**src/rtl/uart_tx_responder_pkg.sv**
```systemverilog
// Shared definitions for the memory-mapped UART transmitter: register map,
// STATUS bit layout and the serializer state encoding.
package uart_tx_responder_pkg;

  localparam logic [1:0] REG_DATA   = 2'd0;
  localparam logic [1:0] REG_STATUS = 2'd1;
  localparam logic [1:0] REG_DIV    = 2'd2;
  localparam logic [1:0] REG_CTRL   = 2'd3;

  localparam int STAT_EMPTY     = 0;
  localparam int STAT_FULL      = 1;
  localparam int STAT_ACTIVE    = 2;
  localparam int STAT_OVERFLOW  = 3;
  localparam int STAT_COUNT_LSB = 8;

  typedef enum logic [1:0] {
    TX_IDLE,
    TX_START,
    TX_DATA,
    TX_STOP
  } tx_state_t;

  // A divisor below 2 cannot hold a bit on the line, so it is raised to 2.
  function automatic logic [15:0] clamp_div(input logic [15:0] value);
    return (value < 16'd2) ? 16'd2 : value;
  endfunction

endpackage

```
**src/rtl/uart_tx_responder_fifo.sv**
```systemverilog
// Synchronous first-word-fall-through FIFO. Full is judged before any pop in
// the same cycle, so a push into a full FIFO is always dropped.
module sync_fifo #(
  parameter int WIDTH = 8,
  parameter int DEPTH = 16
) (
  input  logic                     clk,
  input  logic                     reset,
  input  logic                     push,
  input  logic                     pop,
  input  logic [WIDTH-1:0]         din,
  output logic [WIDTH-1:0]         dout,
  output logic                     full,
  output logic                     empty,
  output logic [$clog2(DEPTH):0]   count
);

  localparam int AW = $clog2(DEPTH);

  logic [WIDTH-1:0] mem [DEPTH];
  logic [AW-1:0]    wr_ptr;
  logic [AW-1:0]    rd_ptr;
  logic             do_push;
  logic             do_pop;

  assign full    = (count == (AW+1)'(DEPTH));
  assign empty   = (count == '0);
  assign do_push = push && !full;
  assign do_pop  = pop && !empty;
  assign dout    = mem[rd_ptr];

  // Storage array; no reset needed since empty gates every read.
  always_ff @(posedge clk) begin
    if (do_push) mem[wr_ptr] <= din;
  end

  // Pointers wrap naturally at the power-of-two depth; count tracks occupancy.
  always_ff @(posedge clk or posedge reset) begin
    if (reset) begin
      wr_ptr <= '0;
      rd_ptr <= '0;
      count  <= '0;
    end else begin
      if (do_push) wr_ptr <= wr_ptr + AW'(1);
      if (do_pop)  rd_ptr <= rd_ptr + AW'(1);
      case ({do_push, do_pop})
        2'b10:   count <= count + (AW+1)'(1);
        2'b01:   count <= count - (AW+1)'(1);
        default: count <= count;
      endcase
    end
  end

endmodule

```
**src/rtl/uart_tx_responder.sv**
```systemverilog
// Memory-mapped 8N1 UART transmitter: bus handshake with fixed two-cycle
// latency, byte FIFO, programmable baud divisor and drain interrupt.
module uart_tx_responder
  import uart_tx_responder_pkg::*;
#(
  parameter logic [26:0] BASE_ADDR   = 27'h0C02740,
  parameter int          FIFO_DEPTH  = 16,
  parameter logic [15:0] DEFAULT_DIV = 16'd434
) (
  input  logic        clk,
  input  logic        reset,
  input  logic [26:0] address,
  input  logic [31:0] data,
  input  logic        we,
  input  logic        start,
  output logic        busy,
  output logic [31:0] q,
  output logic        uart_out,
  output logic        tx_done_interrupt
);

  localparam int CW = $clog2(FIFO_DEPTH) + 1;

  logic            accept;
  logic [1:0]      req_reg;
  logic            req_we;
  logic [15:0]     req_data;
  logic [31:0]     rd_data;
  logic [31:0]     status_word;
  logic            unused_data_bits;

  logic [15:0]     divisor;
  logic            irq_en;
  logic            overflow;

  logic            fifo_push;
  logic            fifo_pop;
  logic [7:0]      fifo_dout;
  logic            fifo_full;
  logic            fifo_empty;
  logic [CW-1:0]   fifo_count;

  tx_state_t       state, state_next;
  logic [15:0]     baud_cnt, baud_next;
  logic [2:0]      bit_cnt, bit_next;
  logic [7:0]      shift, shift_next;
  logic [15:0]     div_lat, div_next;
  logic            irq_next;
  logic            line_next;

  assign unused_data_bits = ^data[31:16];
  assign accept    = start && !busy && (address[26:2] == BASE_ADDR[26:2]);
  assign fifo_push = busy && req_we && (req_reg == REG_DATA);

  sync_fifo #(
    .WIDTH (8),
    .DEPTH (FIFO_DEPTH)
  ) u_fifo (
    .clk   (clk),
    .reset (reset),
    .push  (fifo_push),
    .pop   (fifo_pop),
    .din   (req_data[7:0]),
    .dout  (fifo_dout),
    .full  (fifo_full),
    .empty (fifo_empty),
    .count (fifo_count)
  );

  // Capture an accepted request; busy lasts exactly one cycle, then q updates.
  always_ff @(posedge clk or posedge reset) begin
    if (reset) begin
      busy     <= 1'b0;
      q        <= '0;
      req_reg  <= '0;
      req_we   <= 1'b0;
      req_data <= '0;
    end else begin
      busy <= accept;
      if (accept) begin
        req_reg  <= address[1:0];
        req_we   <= we;
        req_data <= data[15:0];
      end
      if (busy) q <= rd_data;
    end
  end

  // Read mux for the request being serviced; writes always return zero.
  always_comb begin
    status_word                 = '0;
    status_word[STAT_EMPTY]     = fifo_empty;
    status_word[STAT_FULL]      = fifo_full;
    status_word[STAT_ACTIVE]    = (state != TX_IDLE);
    status_word[STAT_OVERFLOW]  = overflow;
    status_word[STAT_COUNT_LSB +: 8] = 8'(fifo_count);
    rd_data = '0;
    if (!req_we) begin
      case (req_reg)
        REG_STATUS: rd_data = status_word;
        REG_DIV:    rd_data = {16'd0, divisor};
        REG_CTRL:   rd_data = {31'd0, irq_en};
        default:    rd_data = '0;
      endcase
    end
  end

  // Configuration registers and the sticky overflow flag (a new drop beats a clear).
  always_ff @(posedge clk or posedge reset) begin
    if (reset) begin
      divisor  <= DEFAULT_DIV;
      irq_en   <= 1'b0;
      overflow <= 1'b0;
    end else begin
      if (fifo_push && fifo_full)
        overflow <= 1'b1;
      else if (busy && !req_we && (req_reg == REG_STATUS))
        overflow <= 1'b0;
      if (busy && req_we && (req_reg == REG_DIV))
        divisor <= clamp_div(req_data);
      if (busy && req_we && (req_reg == REG_CTRL))
        irq_en <= req_data[0];
    end
  end

  // Serializer state register; the line is registered so it never glitches.
  always_ff @(posedge clk or posedge reset) begin
    if (reset) begin
      state             <= TX_IDLE;
      baud_cnt          <= '0;
      bit_cnt           <= '0;
      shift             <= '0;
      div_lat           <= DEFAULT_DIV;
      uart_out          <= 1'b1;
      tx_done_interrupt <= 1'b0;
    end else begin
      state             <= state_next;
      baud_cnt          <= baud_next;
      bit_cnt           <= bit_next;
      shift             <= shift_next;
      div_lat           <= div_next;
      uart_out          <= line_next;
      tx_done_interrupt <= irq_next;
    end
  end

  // Next-state logic; the divisor is sampled only when a start bit begins.
  always_comb begin
    state_next = state;
    baud_next  = baud_cnt;
    bit_next   = bit_cnt;
    shift_next = shift;
    div_next   = div_lat;
    fifo_pop   = 1'b0;
    irq_next   = 1'b0;
    case (state)
      TX_IDLE: begin
        if (!fifo_empty) begin
          fifo_pop   = 1'b1;
          shift_next = fifo_dout;
          div_next   = divisor;
          baud_next  = divisor - 16'd1;
          state_next = TX_START;
        end
      end
      TX_START: begin
        if (baud_cnt == '0) begin
          baud_next  = div_lat - 16'd1;
          bit_next   = '0;
          state_next = TX_DATA;
        end else begin
          baud_next = baud_cnt - 16'd1;
        end
      end
      TX_DATA: begin
        if (baud_cnt == '0) begin
          baud_next  = div_lat - 16'd1;
          shift_next = {1'b0, shift[7:1]};
          if (bit_cnt == 3'd7) state_next = TX_STOP;
          else                 bit_next   = bit_cnt + 3'd1;
        end else begin
          baud_next = baud_cnt - 16'd1;
        end
      end
      TX_STOP: begin
        if (baud_cnt == '0) begin
          if (!fifo_empty) begin
            fifo_pop   = 1'b1;
            shift_next = fifo_dout;
            div_next   = divisor;
            baud_next  = divisor - 16'd1;
            state_next = TX_START;
          end else begin
            irq_next   = irq_en;
            state_next = TX_IDLE;
          end
        end else begin
          baud_next = baud_cnt - 16'd1;
        end
      end
      default: state_next = TX_IDLE;
    endcase
    case (state_next)
      TX_START: line_next = 1'b0;
      TX_DATA:  line_next = shift_next[0];
      default:  line_next = 1'b1;
    endcase
  end

endmodule
```
**config.mk**
```make
export PLATFORM = sky130hd
export DESIGN_NAME = uart_tx_responder
export DESIGN_NICKNAME = d
export VERILOG_FILES = /design/src/rtl/uart_tx_responder_pkg.sv /design/src/rtl/uart_tx_responder_fifo.sv /design/src/rtl/uart_tx_responder.sv
export SDC_FILE = /design/constraint.sdc
export NUM_CORES = 1
export LEC_CHECK = 0
export CORE_ASPECT_RATIO = 1.25
export CORE_MARGIN = 5
export CORE_UTILIZATION = 52
export DETAILED_ROUTE_END_ITERATION = 8
export PLACE_DENSITY = 0.75
export SYNTH_ARGS = -nofsm -noshare
export SYNTH_HDL_FRONTEND = slang
export SYNTH_HIERARCHICAL = 1
export SYNTH_SLANG_ARGS = --single-unit
```
**constraint.sdc**
```tcl
create_clock -name clk -period 10.5 [get_ports clk]
set_input_delay 1.05 -clock clk [delete_from_list [all_inputs] [get_ports clk]]
set_output_delay 1.05 -clock clk [all_outputs]
set_load 0.02 [all_outputs]
```
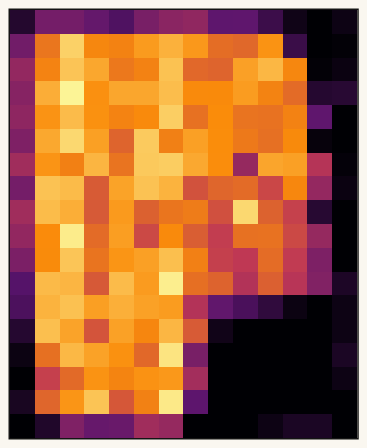
(run_1/density.png)
14 x 18 tiles, from black (low) to pale yellow (high), 0 to 100% covered.
tiles over 75% full	30%
emptiest ninth of the die	lower right
nearly empty tiles	15%
mean over tiles	50%
fullest tile	98%

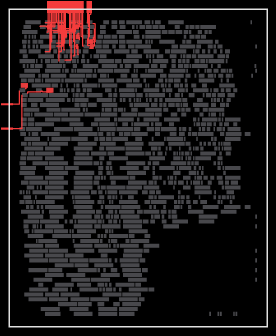
(run_1/port_nets.png)
colour	port	direction	end cells	buffers	wire
red	`address`	input	10	27	630 microns

==> Flow_metrics.wiki, run 1 <==
== Run summary ==
{| class="wikitable"
! Metric !! Value
|-
| Crit path setup slack, layout || 6.12 ns
|-
| Reg2reg start || baud_cnt[0]$_DFF_PP0_
|-
| Total leakage power || 4.78 nW
|-
| Worst EP arrival || 4.78 ns
|-
| Cts bufs inserted || 24
|-
| Fill cell total of the finished layout || 1750
|-
| Mapped cell area || 11600 sq um
|-
| Primary FF master, synth || edfxtp_1
|-
| DP Worst Slack || 6.15 ns
|-
| Number of buffers between clock root and the deepest sink || 3
|-
| Worst hold slack after final layout || 0.510 ns
|-
| Share of the cycle needed by the critical path after routing || 41.7%
|-
| Top-area cell share || 33.2%
|-
| Half-perimeter wire length after placement || 17500 microns
|-
| Critical path startpoint category || flop
|-
| Count of nets after finishing || 1037
|-
| Internal Power || 1.48 mW
|-
| Area overhead of the layout relative to synthesis || 12.8%
|-
| Violation count after the first detailed-routing iteration || 477
|-
| Wire per inst || 20.3 microns
|-
| Footprint of the multi-input gates || 4390 sq um
|-
| Core area || 22100 sq um
|-
| Detailed-routing iteration count for the pre-antenna-repair pass || 7
|-
| Fraction of registers with async set or reset after synthesis || 47.1%
|-
| Root cell of the clock tree || clkbuf_16
|-
| Final hold viol count || 0
|-
| Count of hold buffers inserted by post-cts repair || 0
|-
| Max FO, Critical Path || 25
|-
| Clk ins delay skew pair || 0.52 ns
|-
| R2r endpoint || u_fifo/count[4]$_DFFE_PP0P_
|-
| TritonCTS clock tree || done
|-
| Global route total overflow || 0
|-
| Worst setup path start || baud_cnt[0]$_DFF_PP0_
|-
| Cell type with the largest total area || edfxtp_1
|-
| Net switching power figure || 0.366 mW
|-
| Pin count of the biggest net entering global routing || 54
|-
| Count of final max-slew check failures || 0
|-
| Run status || finished, final reports clean
|-
| Met3 Routed Length || 1130 microns
|-
| Largest clock skew in the final design || 0.0113 ns
|-
| Routability congestion estimate || 0.822
|-
| Worst Hold Endpoint || overflow$_DFFE_PP0P_
|-
| Minimum clock period || 4.38 ns
|-
| Headroom to the max-slew limit || 14.9%
|-
| DIE AREA || 25400 sq um
|-
| Number of buffers added for setup after CTS || 0
|-
| GRT Resource Usage Total || 20.2%
|-
| Unrepaired setup endpoints after global routing || false
|-
| Final wirelength || 25400 microns
|-
| Post-synthesis cell type count || 74
|-
| Number of vias per cell || 5.95
|-
| Wire length the detailed router placed on met1 || 10400 microns
|-
| Endpoint kind of the worst setup timing path || flop
|-
| Number of vias in the routed layout || 7456
|-
| Yosys stat cell total || 904
|-
| Combinational group share of total power || 1.8%
|-
| Critical-path cell list || inv_1 > ha_1 > nor3b_1 > and4_1 > buf_4 > a21oi_1 > nor3_1 > nor2b_1 > ha_1 > inv_1 > fa_1 > nor2b_1 > o21ai_0 > nand3_1 > or3b_1 > xnor2_1
|-
| Hold Path Stages || 1
|-
| Delay of the slowest cell on the worst path || 0.57 ns
|-
| Worst vdd rail ir drop || 132 uV
|-
| Post-route total power || 1.85 mW
|-
| Count of unresolved DRC violations after routing || 0
|-
| Max-cap violation count || 0
|-
| Die Span X || 143 microns
|-
| H-Tree Level Count || 1
|-
| Post_cts resized || 0
|-
| Cell Pwr Density || 141 nW/um^2
|-
| WS Path Type || reg -> reg
|-
| Clock transition at the register clock pins on the worst setup and hold paths after CTS || 0.06 ns
|-
| Cell type group with the largest total delay on the critical path || simple AND/OR/NAND/NOR gates
|-
| Post-synth tally of flip-flops with integrated enable || 128
|-
| Number of global-route vias before repair || 7369
|-
| Top layer used by detailed routing || met4
|-
| Sequential element share of the synthesized area || 57.9%
|-
| Share of layout cells above drive strength 1 || 15.3%
|-
| Chip area in the Yosys report || 11600 sq um
|-
| Instance count on the critical path || 16
|-
| Gate Count Post-Synth || 904
|-
| Part of the total power dissipated in the clock network || 44.5%
|-
| Initial antenna violation count || 0
|-
| Cell with the biggest individual delay on the critical path || nor2b_1
|-
| Max reg flops || 128
|-
| Number of rows in the core area || 61
|-
| Wire length on met2 || 13200 microns
|-
| Register bank with the most flops || u_fifo/mem
|-
| Setup TNS || 0 ns
|-
| Final Setup Violations || 0
|-
| Syn_area_per_cell || 12.8 sq um
|-
| Slew of the pin with the lowest slew margin || 1.27 ns
|-
| Count of warning messages emitted by the tools || 50
|-
| Path category of the worst min-delay check || reg -> reg
|-
| Flops out of synthesis || 242
|-
| R2R setup slack || 6.12 ns
|-
| Die Y-Extent || 177 microns
|-
| Global-route wire length before repair || 40400 microns
|-
| Top achievable clock speed || 228 MHz
|-
| Initial core utilization || 52.3%
|-
| Startpoint of the most critical hold path || overflow$_DFFE_PP0P_
|-
| Logic depth of the worst register-to-register path || 16
|-
| # IOs || 98
|-
| Buffers added on ports || 65
|-
| Required time worst endpoint || 10.90 ns
|-
| Main area contributors || edfxtp_1 33%, dfrtp_1 22%, mux2_2 5.5%
|-
| Ant. Diodes || 0
|-
| Critical path buffers and inverters || 3
|-
| Clock sink count || 242
|-
| Register cell area after layout || 6710 sq um
|-
| Antenna-violating nets left || 0
|-
| Switching share of total power || 19.8%
|-
| Flop pwr share || 53.8%
|-
| Warnings, synthesis || 6
|}
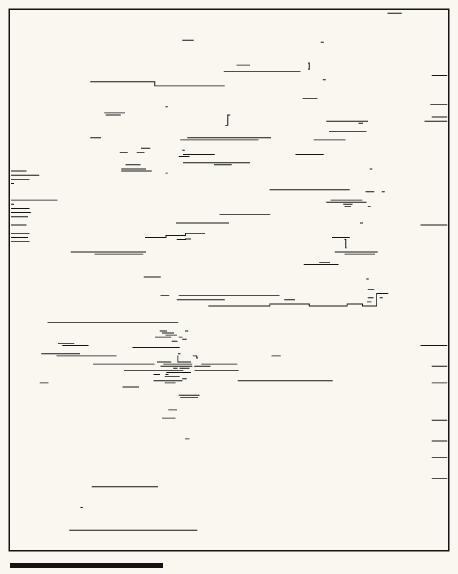
(run_1/met3.png)
The bar under the picture is 50 microns long.
main direction	horizontal
share of all routed wire	4.5%

run 1: how the worst max path moves through the flow:
stage / end / slack [ns]
2_1_floorplan: baud_cnt[0]$_DFF_PP0_ / 6.82
3_3_place_gp: u_fifo/count[4]$_DFFE_PP0P_ / 6.14
3_5_place_dp: u_fifo/count[4]$_DFFE_PP0P_ / 6.15
4_1_cts: u_fifo/count[4]$_DFFE_PP0P_ / 6.11
5_1_grt: u_fifo/count[4]$_DFFE_PP0P_ / 5.75
6_report: u_fifo/count[4]$_DFFE_PP0P_ / 6.12
run 1: per-layer routing:
layer  up-vias  global-route usage, %
met4         0                   5.81
met1      3744                   26.6
met2       216                   34.9
met5         -                      0
li1       3446                      -
met3        50                   2.70
run 1: power groups by stage:
stage          Sequential (mW)  Combinational (mW)  Clock [mW]
5_1_grt                  0.992              0.0355       0.875
4_1_cts                  0.993              0.0330       0.835
3_5_place_dp              1.01              0.0330           0
6_report                 0.993              0.0324       0.821
2_1_floorplan             1.01              0.0168           0
3_3_place_gp              1.01              0.0325           0
run 1: layout make-up:
cell class	instances	area share (%)
repair buffers	72	5.38
clock inverters	15	1.04
multi-input cells	574	33.6
well taps	283	2.71
flip-flops and latches	242	51.4
clock buffers	29	4.74
inverters	39	1.14
run 1: cell usage after synthesis (11+ instances only):
cell type,count
edfxtp_1,128
clkbuf_1,25
ha_1,20
nor4_1,17
nor3_1,22
o21ai_0,58
mux4_2,16
mux2_2,57
a21oi_1,24
nor2_1,46
mux2i_1,37
buf_4,16
dfstp_2,11
a22oi_1,16
nand3_1,16
xnor2_1,26
xor2_1,15
inv_1,39
nand2_1,49
dfrtp_1,103
run 1: metrics by stage:
step	area [sq um]	cells	utilization, %
2_1_floorplan	11600	919	-
3_3_place_gp	12300	1210	55.6
3_5_place_dp	12300	1210	55.6
4_1_cts	13100	1254	59.0
5_1_grt	13100	1254	59.0
6_report	13100	1254	59.0
run 1: cell families after synthesis:
kind of cell / count (synthesis) / share of synthesized area, %
flops: 242 / 57.9
simple gates: 218 / 10.3
compound gates: 167 / 9.66
mux: 111 / 12.0
buf+inv: 103 / 4.69
xor+xnor: 41 / 3.10
fa+ha+maj: 21 / 2.33
other cells: 1 / 0.0324
run 1: cells in the final DEF (no fill, tap or decap), types with 9 or more instances in the layout:
master and count:
mux4_2 16, edfxtp_1 128, o21ai_0 58, clkbuf_16 24, nor2_1 46, mux2i_1 37, nor4_1 17, xor2_1 15
clkdlybuf4s50_1 65, mux2_2 57, xnor2_1 26, nor3_1 21, a22oi_1 16, ha_1 20, dfrtp_1 102, dfstp_2 11
a21oi_1 24, conb_1 16, inv_1 38, nand2b_1 9, nand2_1 49, nand3_1 16
==> run_1/gate_families.png <==
The bar under the picture is 50 microns long.
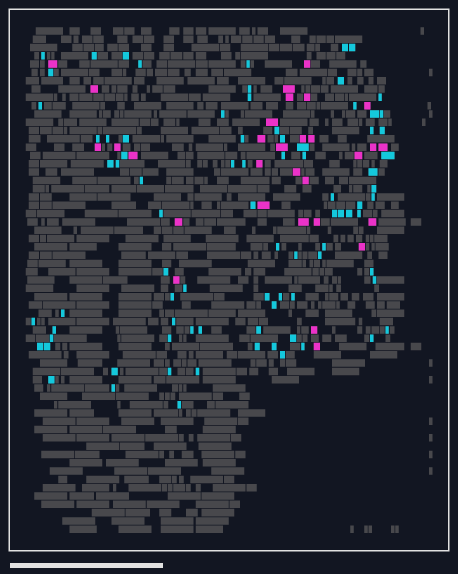

==> inputs of run 2 (changes only) <==
==> constraint.sdc (replaced) <==
create_clock -name clk -period 4.4 [get_ports clk]
set_input_delay 0.44 -clock clk [delete_from_list [all_inputs] [get_ports clk]]
set_output_delay 0.44 -clock clk [all_outputs]
set_load 0.02 [all_outputs]
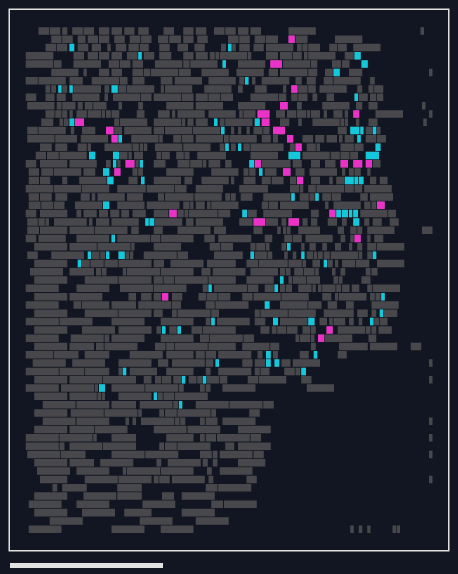
(run_2/gate_families.png)
The bar under the picture is 50 microns long.
colour	family	cells	most used
magenta	AND and OR gates	30	or4_1
cyan	NAND gates	83	nand2_1

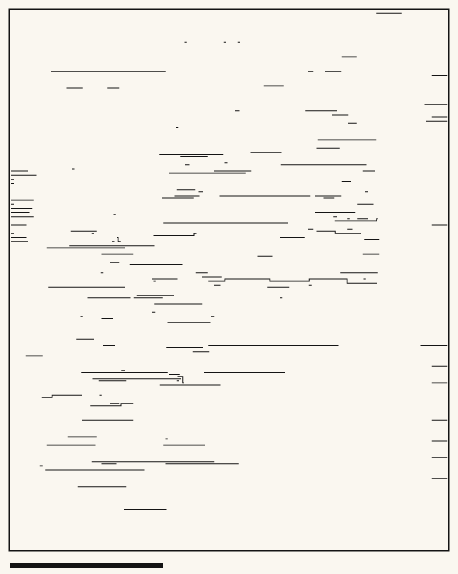
(run_2/met3.png)
The bar under the picture is 50 microns long.
nets with wire on the layer	91
share of all routed wire	4.7%

==> run 2 against run 1 <==
  * Clock skew rose by 0.0084 ns
  * Die area is the same
  * Utilization is 0.76 points higher
  * Critical path type unchanged
  * Largest cell class unchanged
  * Largest power group unchanged
==> Flow_metrics.wiki, run 2 <==
== Run summary ==
{| class="wikitable"
! Metric !! Value
|-
| FA/HA/MAJ Cells, Area Fraction || 2.33% (unchanged)
|-
| Cell type with the largest total area || edfxtp_1
|-
| Cell with the biggest individual delay on the critical path || dfrtp_1
|-
| Count of unresolved DRC violations after routing || 0 (unchanged)
|-
| H-Tree Level Count || 1 (unchanged)
|-
| Global route total overflow || 0 (unchanged)
|-
| Share of the cycle needed by the critical path after routing || 87.3% (+46 points)
|-
| Half-perimeter wire length after placement || 17800 microns (+1.8%)
|-
| Gate Count Post-Synth || 904 (unchanged)
|-
| Area share of xor/xnor cells in the synthesized design || 3.10% (unchanged)
|-
| Library cell with the highest instance count after synthesis || edfxtp_1
|-
| Routability congestion estimate || 0.835 (+1.6%)
|-
| Post-synthesis cell type count || 74 (unchanged)
|-
| Most numerous logic cell after layout || edfxtp_1
|-
| Fraction of registers with async set or reset after synthesis || 47.1% (unchanged)
|-
| Commonest non-fill, non-tap cells in the layout || 128 x edfxtp_1, 102 x dfrtp_1, 65 x clkdlybuf4s50_1
|-
| WS Path Type || reg -> reg
|-
| Cell type group with the largest total delay on the critical path || simple AND/OR/NAND/NOR gates
|-
| Run status || finished, final reports clean
|-
| Unrepaired setup endpoints after global routing || false
|-
| Clock transition at the register clock pins on the worst setup and hold paths after CTS || 0.06 ns (about the same)
|-
| Critical path buffers and inverters || 2 (-1)
|-
| # IOs || 98 (unchanged)
|-
| DIE AREA || 25400 sq um (unchanged)
|-
| Post_cts resized || 0 (unchanged)
|-
| Syn_area_per_cell || 12.8 sq um (unchanged)
|-
| R2r endpoint || u_fifo/count[4]$_DFFE_PP0P_
|-
| Ant. Diodes || 0 (unchanged)
|-
| Max-cap violation count || 0 (unchanged)
|-
| Number of rows in the core area || 61 (unchanged)
|-
| Fill cell total of the finished layout || 1721 (-1.7%)
|-
| Initial core utilization || 52.3% (unchanged)
|-
| Post-route cell area || 13200 sq um (+1.3%)
|-
| Complex Gates by Area || 9.66% (unchanged)
|-
| Pin count of the biggest net entering global routing || 54 (unchanged)
|-
| TritonCTS clock tree || done
|-
| Endpoint kind of the worst setup timing path || flop
|-
| Share of layout cells above drive strength 1 || 16.9% (+1.5 points)
|-
| Logic depth of the worst register-to-register path || 15 (-1)
|-
| Final wirelength || 26500 microns (+4.1%)
|-
| Number of global-route vias before repair || 7685 (+4.3%)
|-
| Global-route wire length before repair || 42000 microns (+4.1%)
|-
| Largest clock skew in the final design || 0.0197 ns (+0.00845 ns)
|-
| Mapped cell area || 11600 sq um (unchanged)
|-
| Post-synth tally of flip-flops with integrated enable || 128 (unchanged)
|-
| Primary FF master, synth || edfxtp_1
|-
| Flops out of synthesis || 242 (unchanged)
|-
| Minimum clock period || 3.84 ns (-0.542 ns)
|-
| Root cell of the clock tree || clkbuf_16
|-
| Detailed-routing iteration count for the pre-antenna-repair pass || 5 (-2)
|-
| Count of warning messages emitted by the tools || 50 (unchanged)
|-
| Top achievable clock speed || 260 MHz (+14%)
|-
| Max FO, Critical Path || 9 (-64%)
|-
| Dpl cell area || 12400 sq um (+0.73%)
|-
| Register bank with the most flops || u_fifo/mem
|-
| Initial antenna violation count || 0 (unchanged)
|-
| Critical path startpoint category || flop
|-
| Violation count after the first detailed-routing iteration || 547 (+15%)
|-
| Chip area in the Yosys report || 11600 sq um (unchanged)
|-
| Slew of the pin with the lowest slew margin || 1.32 ns (+0.0512 ns)
|-
| Count of hold buffers inserted by post-cts repair || 0 (unchanged)
|-
| Sequential element share of the synthesized area || 57.9% (unchanged)
|-
| Path category of the worst min-delay check || in -> async
|-
| Final hold viol count || 0 (unchanged)
|-
| Clock sink count || 242 (unchanged)
|-
| Placed cell count || 1222 (+0.99%)
|-
| Proportion of synthesized area in mux cells || 12.0% (unchanged)
|-
| Count of nets after finishing || 1049 (+1.2%)
|-
| R2R setup slack || 0.56 ns (-5.56 ns)
|-
| Total leakage power || 4.89 nW (+2.2%)
|-
| Warnings, synthesis || 6 (unchanged)
|-
| Cts bufs inserted || 24 (unchanged)
|-
| Worst hold slack after final layout || 0.354 ns (-0.156 ns)
|-
| Worst EP arrival || 4.25 ns (-0.53 ns)
|-
| Number of vias per cell || 5.97 (+0.42%)
|-
| Number of vias in the routed layout || 7559 (+1.4%)
|-
| Reg2reg start || baud_cnt[0]$_DFF_PP0_
|-
| Worst vdd rail ir drop || 435 uV (+230%)
|-
| Die Y-Extent || 177 microns (unchanged)
|-
| Delay of the slowest cell on the worst path || 0.43 ns (-0.14 ns)
|-
| Clk ins delay skew pair || 0.53 ns (about the same)
|}
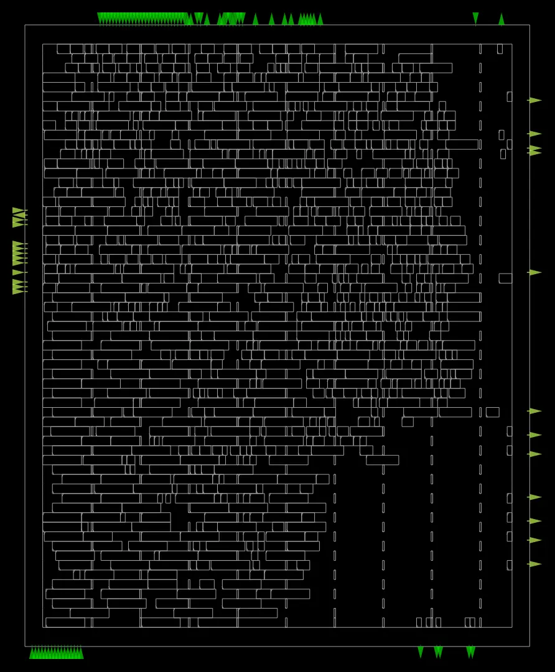
(run_2/final_placement.png)
non-filler cells in the finished layout: 1266
core area: 22100 sq um

run 2: through the flow:
step                      setup slack, ns  util, %  total power [mW]
final                               0.560     59.8              4.60
after global routing                0.299     59.8              4.74
after CTS                           0.561     59.8              4.63
after detailed placement            0.588     56.0              2.49
after global placement              0.651     56.0              2.49
after floorplan                     0.773        -              2.45
run 2: final cells by class:
type / count / area (sq um) / area share (%)
flip-flops and latches: 242 / 6710 / 50.7
multi-input cells: 574 / 4390 / 33.2
repair buffers: 84 / 793 / 6.00
clock buffers: 28 / 647 / 4.89
well taps: 283 / 354 / 2.68
clock inverters: 16 / 186 / 1.41
inverters: 39 / 149 / 1.13
run 2: cell families (layout without fill, tap and decap cells):
logic type,count (synthesis),in the layout
xor+xnor,41,41
simple gates,218,218
fa+ha+maj,21,21
mux,111,111
buf+inv,103,167
flops,242,242
compound gates,167,167
other cells,1,16
run 2: power breakdown:
group          internal, mW  leakage [nW]  switching, mW  total (mW)
Clock                  1.29         0.411          0.866        2.16
Sequential             2.37          2.43    0.000000585        2.37
Combinational        0.0383          2.04         0.0397      0.0780
Total                  3.70          4.89          0.906        4.60
run 2: worst max-delay path by stage:
stage,endpoint,slack (ns),cells after the start
finish,u_fifo/count[4]$_DFFE_PP0P_,0.56,15
detailed placement,u_fifo/count[4]$_DFFE_PP0P_,0.59,15
global placement,u_fifo/count[4]$_DFFE_PP0P_,0.65,15
floorplan,u_fifo/count[4]$_DFFE_PP0P_,0.77,15
global route,u_fifo/count[4]$_DFFE_PP0P_,0.30,15
CTS,u_fifo/count[4]$_DFFE_PP0P_,0.56,15
run 2: layer usage:
layer  track usage [%]  wire length (microns)  up-vias
li1                  -                      -     3458
met1              27.8                  10800     3825
met2              36.2                  13600      223
met3              2.78                   1250       53
met4              6.44                    798        0
met5                 0                      0        -
==> run_2/port_nets.png <==
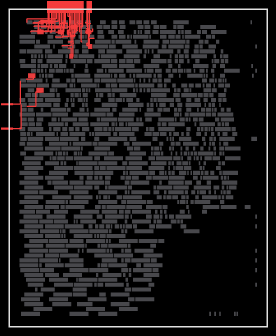

==> inputs of run 3 (changes only) <==
--- a/config.mk
+++ b/config.mk
@@ -7,9 +7,9 @@
 export LEC_CHECK = 0
 export CORE_ASPECT_RATIO = 1.25
 export CORE_MARGIN = 5
-export CORE_UTILIZATION = 52
+export CORE_UTILIZATION = 58
 export DETAILED_ROUTE_END_ITERATION = 8
-export PLACE_DENSITY = 0.75
+export PLACE_DENSITY = 0.82
 export SYNTH_ARGS = -nofsm -noshare
 export SYNTH_HDL_FRONTEND = slang
 export SYNTH_HIERARCHICAL = 1
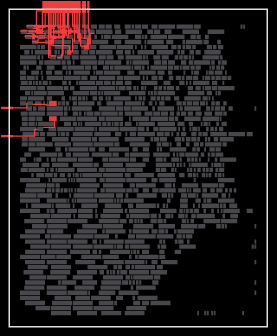
(run_3/port_nets.png)
colour	port	direction	end cells	buffers	wire
red	`address`	input	10	27	657 microns

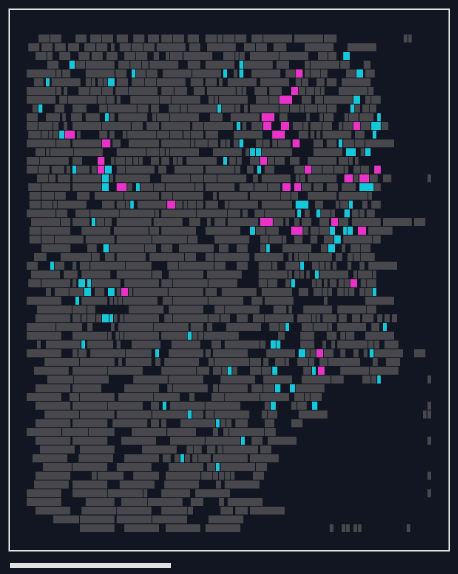
(run_3/gate_families.png)
The bar under the picture is 50 microns long.
colour	family	cells	most used
cyan	NAND gates	83	nand2_1
magenta	AND and OR gates	30	or4_1

==> run 3 against run 2 <==
  * Register-to-register slack lost 0.09 ns
  * Cell count is 1.4% lower
  * Combinational power shrank 0.8%
  * Sequential cell count unchanged
  * Area after synthesis unchanged
  * Fmax decreased by 2.2%
  * Sequential share of layout area rose by 0.56 points
  * First-iteration DRC count up 43%
  * Non-clock buffer count did not move
==> Flow_metrics.wiki, run 3 <==
== Run summary ==
{| class="wikitable"
! Metric !! Value
|-
| Max-cap violation count || 0 (unchanged)
|-
| Number of buffers between clock root and the deepest sink || 3
|-
| R2r endpoint || u_fifo/count[4]$_DFFE_PP0P_
|-
| Worst setup path start || baud_cnt[0]$_DFF_PP0_
|-
| Detailed-routing iteration count for the pre-antenna-repair pass || 7 (+2)
|-
| Initial core utilization || 59.3% (+6.9 points)
|-
| Root cell of the clock tree || clkbuf_16
|-
| GRT Resource Usage Total || 23.0%
|-
| Initial antenna violation count || 0 (unchanged)
|-
| Count of unresolved DRC violations after routing || 0 (unchanged)
|-
| Global route total overflow || 0 (unchanged)
|-
| Post-route cell area || 13100 sq um (-1.1%)
|-
| Antenna-violating nets left || 0
|-
| Half-perimeter wire length after placement || 17600 microns (-0.82%)
|-
| Number of vias per cell || 6.15 (+3.0%)
|-
| Reg2reg start || baud_cnt[0]$_DFF_PP0_
|-
| Final Setup Violations || 0
|-
| Worst setup endpoint || u_fifo/count[4]$_DFFE_PP0P_
|-
| Warnings, synthesis || 6 (unchanged)
|-
| Largest clock skew in the final design || 0.0110 ns (-0.00876 ns)
|-
| Count of warning messages emitted by the tools || 50 (unchanged)
|-
| Path category of the worst min-delay check || in -> async
|-
| Count of final max-slew check failures || 0
|-
| Cell type with the largest total area || edfxtp_1
|-
| Number of global-route vias before repair || 7773 (+1.1%)
|-
| Number of buffers added for setup after CTS || 0
|-
| Headroom to the max-slew limit || 17.8%
|-
| Top-area cell share || 33.2%
|-
| Setup TNS || 0 ns
|-
| Count of hold buffers inserted by post-cts repair || 0 (unchanged)
|-
| Core area || 19500 sq um (-12%)
|-
| Max reg flops || 128
|-
| Commonest cells in the netlist || 128 x edfxtp_1, 103 x dfrtp_1, 58 x o21ai_0
|-
| Minimum clock period || 3.93 ns (+0.0875 ns)
|-
| Pin count of the biggest net entering global routing || 43 (-20%)
|-
| Count of nets after finishing || 1049 (unchanged)
|-
| Max FO, Critical Path || 9 (unchanged)
|-
| Clock transition at the register clock pins on the worst setup and hold paths after CTS || 0.06 ns (about the same)
|-
| Chip area in the Yosys report || 11600 sq um (unchanged)
|-
| Violation count after the first detailed-routing iteration || 784 (+43%)
|-
| Fraction of registers with async set or reset after synthesis || 47.1% (unchanged)
|-
| Flops out of synthesis || 242 (unchanged)
|-
| Library cell with the highest instance count after synthesis || edfxtp_1
|-
| Share of layout cells above drive strength 1 || 16.2% (-0.71 points)
|-
| R2R setup slack || 0.47 ns (-0.09 ns)
|-
| Final hold viol count || 0 (unchanged)
|-
| Logic depth of the worst register-to-register path || 15 (unchanged)
|-
| Buffers added on ports || 65
|-
| Most numerous logic cell after layout || edfxtp_1
|-
| Top achievable clock speed || 255 MHz (-2.2%)
|-
| Gate Count Post-Synth || 904 (unchanged)
|-
| TritonCTS clock tree || done
|-
| Worst EP arrival || 4.32 ns (+0.07 ns)
|-
| Critical path startpoint category || flop
|-
| Cell Pwr Density || 329 nW/um^2
|-
| Post-route total power || 4.30 mW (-6.5%)
|-
| Cts bufs inserted || 24 (unchanged)
|-
| Primary FF master, synth || edfxtp_1
|-
| Mapped cell area || 11600 sq um (unchanged)
|-
| Sequential element share of the synthesized area || 57.9% (unchanged)
|-
| Wire per inst || 21.0 microns
|-
| Final wirelength || 26200 microns (-1.1%)
|-
| # IOs || 98 (unchanged)
|-
| Area overhead of the layout relative to synthesis || 13.0%
|-
| Clk ins delay skew pair || 0.51 ns (-0.02 ns)
|-
| Main area contributors || edfxtp_1 33%, dfrtp_1 22%, mux2_2 5.5%
|-
| Die Span X || 136 microns
|-
| Register bank with the most flops || u_fifo/mem
|-
| Ant. Diodes || 0 (unchanged)
|-
| Die Y-Extent || 168 microns (-5.0%)
|-
| Commonest non-fill, non-tap cells in the layout || 128 x edfxtp_1, 102 x dfrtp_1, 65 x clkdlybuf4s50_1
|-
| Number of rows in the core area || 57 (-6.6%)
|-
| Total leakage power || 4.82 nW (-1.4%)
|-
| Endpoint kind of the worst setup timing path || flop
|-
| Post-synthesis cell type count || 74 (unchanged)
|-
| DIE AREA || 22900 sq um (-9.7%)
|-
| Required time worst endpoint || 4.80 ns
|-
| Yosys stat cell total || 904
|-
| Post-synth tally of flip-flops with integrated enable || 128 (unchanged)
|-
| Syn_area_per_cell || 12.8 sq um (unchanged)
|-
| Routability congestion estimate || 0.861 (+3.0%)
|-
| Clock sink count || 242 (unchanged)
|-
| Dpl cell area || 12400 sq um (-0.18%)
|-
| Post_cts resized || 0 (unchanged)
|-
| Number of vias in the routed layout || 7674 (+1.5%)
|-
| Slew of the pin with the lowest slew margin || 1.23 ns (-0.0849 ns)
|-
| WS Path Type || reg -> reg
|-
| Global-route wire length before repair || 41800 microns (-0.43%)
|-
| Run status || finished, final reports clean
|-
| Worst vdd rail ir drop || 373 uV (-14%)
|-
| Unrepaired setup endpoints after global routing || false
|-
| Share of the cycle needed by the critical path after routing || 89.3% (+2.0 points)
|-
| H-Tree Level Count || 1 (unchanged)
|}
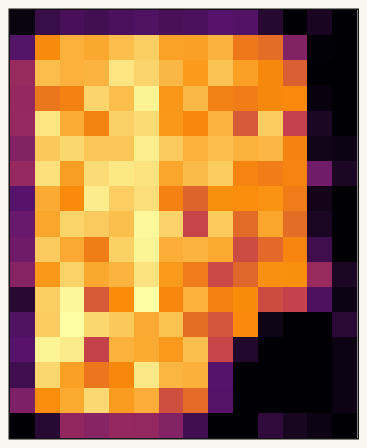
(run_3/density.png)
14 x 17 tiles, from black (low) to pale yellow (high), 0 to 100% covered.
tiles over 75% full	43%
densest ninth of the die	centre
emptiest ninth of the die	lower right

[run 3: metrics by stage]
stage	setup slack [ns]	hold WS [ns]	instances	util, %
floorplan	0.773	0.317	919	-
global route	0.222	0.408	1248	67.0
detailed placement	0.510	0.497	1204	63.3
finish	0.472	0.362	1248	67.0
CTS	0.478	0.372	1248	67.0
global placement	0.577	0.483	1204	63.3
[run 3: cells by family after synthesis]
group | synth area share, %
buf+inv | 4.69
mux | 12.0
simple gates | 10.3
other cells | 0.0324
compound gates | 9.66
fa+ha+maj | 2.33
xor+xnor | 3.10
flops | 57.9
[run 3: cell type report]
| class | count | area [sq um] |
|---|---|---|
| Tap cell | 265 | 332 |
| Clock inverter | 12 | 60.1 |
| Inverter | 39 | 149 |
| Clock buffer | 32 | 652 |
| Multi-Input combinational cell | 574 | 4390 |
| Sequential cell | 242 | 6710 |
| Fill cell | 1376 | 6460 |
| Timing Repair Buffer | 84 | 793 |
[run 3: worst min path at each step]
stage / startpoint / to / slack, ns / depth (start not counted)
after floorplan: reset / u_fifo/count[0]$_DFFE_PP0P_ / 0.32 / 1
after global placement: overflow$_DFFE_PP0P_ / overflow$_DFFE_PP0P_ / 0.48 / 1
after detailed placement: overflow$_DFFE_PP0P_ / overflow$_DFFE_PP0P_ / 0.50 / 1
after CTS: reset / req_data[1]$_DFFE_PP0P_ / 0.37 / 2
after global routing: reset / req_data[6]$_DFFE_PP0P_ / 0.41 / 2
final: reset / req_data[1]$_DFFE_PP0P_ / 0.36 / 2
[run 3: power breakdown]
| group | internal [mW] | switching (mW) | leakage [nW] |
|---|---|---|---|
| clock network | 1.04 | 0.818 | 0.344 |
| logic | 0.0383 | 0.0391 | 2.04 |
| registers | 2.37 | 0.000000561 | 2.43 |
[run 3: critical path, cell delays in order (launching register included)]
cell     delay, ns
dfrtp_1       0.42
inv_1         0.09
ha_1          0.22
nor3b_1       0.16
and4_1        0.25
a21oi_1       0.62
nor3_1        0.19
nor2b_1       0.19
buf_4         0.16
ha_1          0.24
ha_1          0.34
nor2b_1       0.14
o21ai_0       0.19
a21oi_1       0.09
or3b_1        0.38
xnor2_1       0.14
[run 3: per-layer routing]
metal	up-vias	global-route usage, %	routed length, microns
li1	3467	-	-
met1	3860	29.9	10400
met2	288	39.5	13500
met3	59	3.46	1370
met4	0	8.07	861
met5	-	0	0
No activity file was given, so power comes from the tool's default toggle rates.
